## config.mk

```make
export PLATFORM = sky130hd
export DESIGN_NAME = uart_rx_byte
export DESIGN_NICKNAME = d
export VERILOG_FILES = /design/src/rtl/uart_pkg.sv /design/src/rtl/sync_2ff.sv /design/src/rtl/uart_rx_byte.sv
export SDC_FILE = /design/constraint.sdc
export NUM_CORES = 1
export LEC_CHECK = 0
export CAP_MARGIN = 20
export CORE_UTILIZATION = 56
export CTS_CLUSTER_SIZE = 30
export DETAILED_ROUTE_END_ITERATION = 16
export HOLD_SLACK_MARGIN = 0.1
export PLACE_DENSITY = 0.86
export SYNTH_ARGS = -nofsm -noshare
export SYNTH_HDL_FRONTEND = slang
export SYNTH_SLANG_ARGS = --single-unit
```

## constraint.sdc

```tcl
create_clock -name i_clk -period 2.33 [get_ports i_clk]
set_clock_uncertainty 0.15 [all_clocks]
set_input_delay 0.3495 -clock i_clk [delete_from_list [all_inputs] [get_ports i_clk]]
set_output_delay 0.3495 -clock i_clk [all_outputs]
set_load 0.005 [all_outputs]
```

## src/rtl/uart_pkg.sv

```systemverilog
// Shared UART definitions: receiver FSM states, frame geometry and default bit timing.
package uart_pkg;

  // Data bits per 8N1 frame.
  localparam int DATA_BITS = 8;

  // 100 MHz system clock / 115200 baud. The receiver and the future transmitter both use it.
  localparam int DEFAULT_CLKS_PER_BIT = 868;

  // Receiver FSM states.
  typedef enum logic [2:0] {
    IDLE  = 3'd0,
    START = 3'd1,
    DATA  = 3'd2,
    STOP  = 3'd3,
    BREAK = 3'd4
  } rx_state_t;

endpackage

```

## src/rtl/sync_2ff.sv

```systemverilog
// Generic 1-bit two-flop synchronizer for bringing an asynchronous level into i_clk.
module sync_2ff #(
  parameter logic RST_VAL = 1'b1
) (
  input  logic i_clk,
  input  logic i_rst_n,
  input  logic i_d,
  output logic o_q
);

  logic r_meta;
  logic r_sync;

  // Two back-to-back flops; the first may go metastable, the second gives it a cycle to settle.
  always_ff @(posedge i_clk or negedge i_rst_n) begin
    if (!i_rst_n) begin
      r_meta <= RST_VAL;
      r_sync <= RST_VAL;
    end else begin
      r_meta <= i_d;
      r_sync <= r_meta;
    end
  end

  assign o_q = r_sync;

endmodule

```

## src/rtl/uart_rx_byte.sv

```systemverilog
// 8N1 UART receiver. Oversamples the serial line with i_clk, samples each bit near its
// centre and delivers one byte per frame with a one-cycle ready strobe.
module uart_rx_byte
  import uart_pkg::*;
#(
  parameter int CLKS_PER_BIT = DEFAULT_CLKS_PER_BIT
) (
  input  logic       i_clk,
  input  logic       i_rst_n,
  input  logic       i_rx,
  output logic       o_rx_byte_rdy,
  output logic [7:0] o_rx_byte,
  output logic       o_frame_err,
  output logic       o_busy
);

  // The counter only ever holds 0..N-1, so clog2(N) bits are enough.
  localparam int CNT_W = $clog2(CLKS_PER_BIT);
  localparam int HALF  = CLKS_PER_BIT / 2;

  // The counter restarts at 0 on the cycle after a sample point (or the start edge), so a
  // sample point is reached when it reads one less than the interval length.
  localparam logic [CNT_W-1:0] CNT_LAST_HALF = CNT_W'(HALF - 1);
  localparam logic [CNT_W-1:0] CNT_LAST_FULL = CNT_W'(CLKS_PER_BIT - 1);
  localparam logic [2:0]       BIT_LAST      = 3'(DATA_BITS - 1);

  logic                 w_rx_s;

  rx_state_t            r_state;
  rx_state_t            w_state_nxt;

  logic [CNT_W-1:0]     r_cnt;
  logic [CNT_W-1:0]     w_cnt_nxt;
  logic [2:0]           r_bit_idx;
  logic [2:0]           w_bit_idx_nxt;
  logic [DATA_BITS-1:0] r_shift;
  logic [DATA_BITS-1:0] w_shift_nxt;
  logic [7:0]           r_rx_byte;
  logic [7:0]           w_rx_byte_nxt;
  logic                 r_rdy;
  logic                 w_rdy_nxt;
  logic                 r_frame_err;
  logic                 w_frame_err_nxt;

  logic                 w_half_tick;
  logic                 w_full_tick;

  // Line idles high, so the synchronizer resets to 1 to avoid a phantom start bit.
  sync_2ff #(
    .RST_VAL(1'b1)
  ) u_sync_rx (
    .i_clk  (i_clk),
    .i_rst_n(i_rst_n),
    .i_d    (i_rx),
    .o_q    (w_rx_s)
  );

  assign w_half_tick = (r_cnt == CNT_LAST_HALF);
  assign w_full_tick = (r_cnt == CNT_LAST_FULL);

  // FSM state register.
  always_ff @(posedge i_clk or negedge i_rst_n) begin
    if (!i_rst_n) begin
      r_state <= IDLE;
    end else begin
      r_state <= w_state_nxt;
    end
  end

  // Next-state and datapath decisions: sample at mid-start, then every full bit period after.
  always_comb begin
    w_state_nxt     = r_state;
    w_cnt_nxt       = r_cnt;
    w_bit_idx_nxt   = r_bit_idx;
    w_shift_nxt     = r_shift;
    w_rx_byte_nxt   = r_rx_byte;
    w_rdy_nxt       = 1'b0;
    w_frame_err_nxt = 1'b0;

    case (r_state)
      IDLE: begin
        // Counter is held at 0 here so timing starts exactly at the detected edge.
        w_cnt_nxt = '0;
        if (!w_rx_s) begin
          w_state_nxt = START;
        end
      end

      START: begin
        if (w_half_tick) begin
          w_cnt_nxt     = '0;
          w_bit_idx_nxt = '0;
          // Still low at mid-start means a real start bit; otherwise it was a glitch.
          w_state_nxt   = w_rx_s ? IDLE : DATA;
        end else begin
          w_cnt_nxt = r_cnt + 1'b1;
        end
      end

      DATA: begin
        if (w_full_tick) begin
          w_cnt_nxt   = '0;
          // LSB arrives first, so shift in from the top.
          w_shift_nxt = {w_rx_s, r_shift[DATA_BITS-1:1]};
          if (r_bit_idx == BIT_LAST) begin
            w_state_nxt = STOP;
          end else begin
            w_bit_idx_nxt = r_bit_idx + 1'b1;
          end
        end else begin
          w_cnt_nxt = r_cnt + 1'b1;
        end
      end

      STOP: begin
        if (w_full_tick) begin
          w_cnt_nxt = '0;
          if (w_rx_s) begin
            w_rx_byte_nxt = r_shift;
            w_rdy_nxt     = 1'b1;
            w_state_nxt   = IDLE;
          end else begin
            // Bad stop bit: keep the last good byte and wait out the low line.
            w_frame_err_nxt = 1'b1;
            w_state_nxt     = BREAK;
          end
        end else begin
          w_cnt_nxt = r_cnt + 1'b1;
        end
      end

      BREAK: begin
        w_cnt_nxt = '0;
        if (w_rx_s) begin
          w_state_nxt = IDLE;
        end
      end

      default: begin
        w_cnt_nxt   = '0;
        w_state_nxt = IDLE;
      end
    endcase
  end

  // Counters, shift register, held output byte and registered strobes.
  always_ff @(posedge i_clk or negedge i_rst_n) begin
    if (!i_rst_n) begin
      r_cnt       <= '0;
      r_bit_idx   <= '0;
      r_shift     <= '0;
      r_rx_byte   <= '0;
      r_rdy       <= 1'b0;
      r_frame_err <= 1'b0;
    end else begin
      r_cnt       <= w_cnt_nxt;
      r_bit_idx   <= w_bit_idx_nxt;
      r_shift     <= w_shift_nxt;
      r_rx_byte   <= w_rx_byte_nxt;
      r_rdy       <= w_rdy_nxt;
      r_frame_err <= w_frame_err_nxt;
    end
  end

  assign o_rx_byte_rdy = r_rdy;
  assign o_rx_byte     = r_rx_byte;
  assign o_frame_err   = r_frame_err;
  assign o_busy        = (r_state != IDLE);

endmodule

```

Placement view:
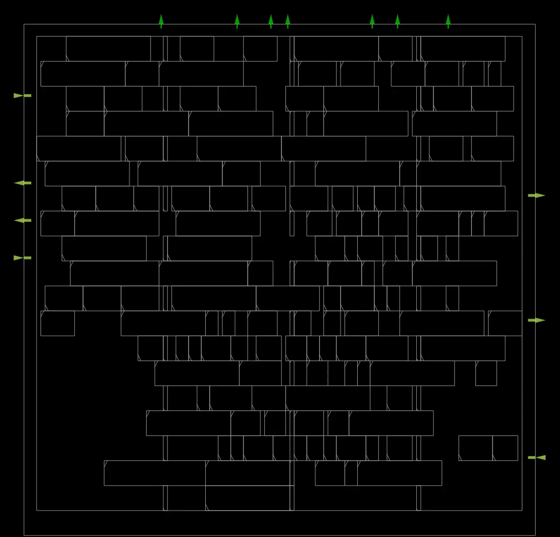
Core ar.: 0.00273 mm²
proportion of cell area occupied by registers: 0.488
filler cell count in the final layout: 211
tap cell count: 31
final core utilization: 0.678

Cell sizes after repair:
Scale: 6 px per µm.
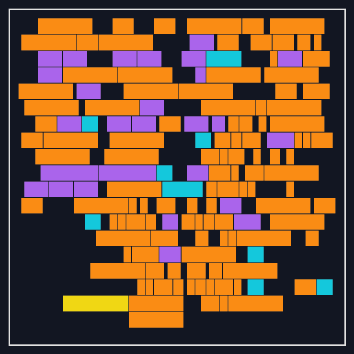
drive 6 and up -> yellow  # cells 1
drive 1 or less -> orange  # cells 112
drive 3 to 4 -> cyan  # cells 9
drive 2 -> purple  # cells 27
area added between synthesis and finish: 14.6%
Non-clock buffers: 14
post-layout worst setup margin: 0.184 ns
Finished Cell Area: 0.00185 mm²

Met3 routing:
Scale: 4 px per µm.
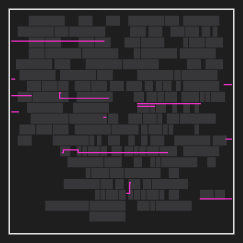
main direction = horizontal
longest straight run = 23.0 µm
wire length on this layer = 106 µm
share of all routed wire = 4.2%
Via Count: 1,000
met3 layer usage reported by global route: 0.0721
routed wire length: 2520 µm

Register map, names as in the netlist:
Scale: 6 px per µm. Other sequential cells in the stronger grey, the rest of the logic in the fainter grey.
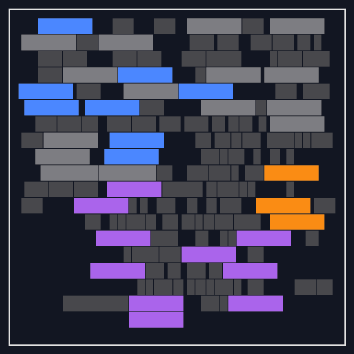
`r_cnt` -> purple  # sequential cells 10
`r_shift` -> blue  # sequential cells 8
`r_state` -> orange  # sequential cells 3
not coloured = 15

-- area by class of cell --
class / count / area share
Clock buffer: 5 / 0.0203
Sequential cell: 36 / 0.488
Inverter: 4 / 0.00810
Clock inverter: 3 / 0.0230
Timing Repair Buffer: 14 / 0.0743
Tap cell: 31 / 0.0209
Multi-Input combinational cell: 87 / 0.366
-- layer usage --
layer / vias up / wire length [µm] / global-route usage
met5: - / 0 / 0
met4: 0 / 19 / 0.0536
met3: 2 / 105 / 0.0721
met2: 18 / 1290 / 0.320
met1: 487 / 1110 / 0.228
li1: 493 / - / -
-- kinds of logic (layout without fill, tap and decap cells) --
kind of cell | count (synthesis) | count (layout) | synth area share
and+or+nand+nor | 48 | 48 | 0.176
DFF | 36 | 36 | 0.559
muxes | 20 | 20 | 0.137
xor gates and xnor gates | 8 | 8 | 0.0433
buffers and inverters | 8 | 26 | 0.0217
AOI/OAI and AO/OA | 7 | 7 | 0.0317
adders and majority gates | 4 | 4 | 0.0310
-- worst max-delay path, cell delays in order (launching register included) --
cell	delay [ns]
sky130_fd_sc_hd__dfrtp_1	0.48
sky130_fd_sc_hd__or3_1	0.39
sky130_fd_sc_hd__clkdlybuf4s50_1	0.44
-- stage by stage --
step | power (mW) | utilization | hold slack [ns] | cells
after floorplan | 0.641 | - | -0.0961 | 131
after global placement | 0.657 | 0.649 | 0.197 | 172
after global routing | 1.12 | 0.678 | 0.228 | 180
after CTS | 1.08 | 0.678 | 0.227 | 180
after detailed placement | 0.658 | 0.649 | 0.197 | 172
final | 1.06 | 0.678 | 0.220 | 180
-- power breakdown --
part	leakage (nW)	total [mW]	internal, mW	switching [mW]
clock network	0.0412	0.419	0.224	0.196
logic	0.366	0.0160	0.00419	0.0118
registers	0.481	0.629	0.628	0.00166
==> notes.md <==
Notes on the flow outputs.

- The flow ran to the end, and the final reports show no timing, DRC or antenna violations.
- The synthesized netlist contains 31 unique library cells.
- The remaining global-route overflow reads 0.
- The count of antenna diodes in the layout reads 0.
- Yosys mapped a number of flops with a built-in enable equal to 0.
- Setup repair after global routing left no endpoint under its margin.
- In this run the worst setup path terminates at o_busy.
- STA lists the startpoint of the worst hold path as u_sync_rx.r_meta$_DFF_PN1_.
- CTS saw 36 sinks.
- The floorplan row count is 19.
- The first detailed-routing pass took 5 iterations.
- The height of the die is 55.7 µm.
- The endpoint of the worst-slack reg-to-reg timing path reads o_rx_byte[4]$_DFFE_PN0P_.
- The library cell with the largest summed area after synthesis is sky130_fd_sc_hd__dfrtp_1.
- The wire length of the first global-routing pass reads 4450 µm.
- The number of flip-flops under the largest register name is 10.
- The via count of the first global-routing pass reads 1,030.
- The TritonCTS clock tree reads done.
- The global-route usage over all layers reads 0.190.
- The area taken by multi-input logic gates is 678 µm².
- The hold buffer count at cts is 0.
- The max-slew violation count reads 0.
- The cell area power density reads 574 mW/mm².
- Looking at the worst setup and hold paths, the clock pins of their registers show a slew of 0.10 ns.
- Summing all placed instances gives a cell area of 0.00177 mm².
- The final estimated routing congestion in global placement is 0.872.
- The share of the core filled by cells before placement reads 0.591.
- By count the netlist is led by sky130_fd_sc_hd__dfrtp_1, sky130_fd_sc_hd__mux2_2, sky130_fd_sc_hd__nor2_1.
- The fraction of synthesis flops using an asynchronous set or reset pin reads 1.00.
- Dividing the final minimum period by the clock period gives 0.921.
- In this run the number of H-tree levels came out at 2.
- The maximum clock frequency reads 466 MHz.
- The critical setup path kind reads reg2out.
- The cell count in the Yosys report is 131.
- The post-synth net total reads 138.
- The worst hold path passes through 0 cells.
- The register with the most flip-flops is r_cnt.
- Across all register-to-register paths, the minimum setup slack is 0.25 ns.
- The worst slack after detailed placement reads 0.222 ns.
- The launching element type of the critical path is a register.
- The script logs the mean routed wire length per placed instance as 14.0 µm.
- The worst-case reg-to-reg path depth reads 5.
- The synthesized netlist cell count reads 131.
- The endpoint required time on the critical path reads between 1.5 and 2 ns.
- The maximum number of pins on one net before global-route repair is 37.
- The remaining max-slew budget at the tightest pin reads 0.707.
- For the worst reg-to-reg path, the startpoint reported by OpenROAD is r_cnt[0]$_DFF_PN0_.
- The number of maximum-capacitance violations recorded for the run is 0.
- STA classifies the critical path endpoint as a primary output.
- In the final report, the number of hold violations comes to 0.
- The number of nets in the finished design reads approximately 160.
- TritonCTS created 5 clock buffers.
- The tool warning count reads 27.
- The root buffer selected by CTS is sky130_fd_sc_hd__clkbuf_4.
- The DRC violation total left in the routed layout is recorded as 0.
- The count of port buffers added during placement reads 13.
- The Yosys step of the flow raised 0 warnings.
- For this run, the chip area from Yosys synthesis comes to 0.00162 mm².
- The ratio of routed vias to standard cells is 5.56.
- The dominant register cell is sky130_fd_sc_hd__dfrtp_1.
- The boundary pin count is 14.
- The post-synthesis area per instance is 12.3 µm².
- For reference, the top cells by area after synthesis are sky130_fd_sc_hd__dfrtp_1, sky130_fd_sc_hd__mux2_2, sky130_fd_sc_hd__nor2_1.
- The final critical path time including I/O delays and setup reads 2.15 ns.
- The detailed-placement wirelength estimate is ~1800 µm.
- Leaving out fill and tap cells, the most frequent cells in the layout are sky130_fd_sc_hd__dfrtp_1, sky130_fd_sc_hd__mux2_2, sky130_fd_sc_hd__nor2_1.
- The total standard cell area after synthesis is 0.00162 mm².
- The maximum number of buffers from clock root to sink reads 2.
- In the hold report, the worst path ends at u_sync_rx.o_q$_DFF_PN1_.
- Counting only logic cells after layout, the most numerous master is sky130_fd_sc_hd__dfrtp_1.
- Of the synthesized area, sequential elements account for 0.559.
- Per the final layout report, the fraction of cells sized above drive strength 1 comes to 0.248.
- Buffers added to address setup during post-CTS repair amount to 0.
- The most common cell in the netlist is sky130_fd_sc_hd__dfrtp_1.
- According to the timing report, the critical path is launched from r_state[2]$_DFFE_PN0P_.
- The residual antenna-violating net count after detailed routing reads 0.
- The type of the tightest min-delay check is reg2reg.
- The synthesis-stage register bit count is 36.
- The leakage power in the latest report is 0.889 nW.
- The sequential cell area is 903 µm².
- In this run the horizontal extent of the chip is 55.7 µm.
- The total die size is 0.00311 mm².
- The highest fanout seen on the critical path is 8.
Power figures rest on the tool's default switching activity, not on a simulated workload.
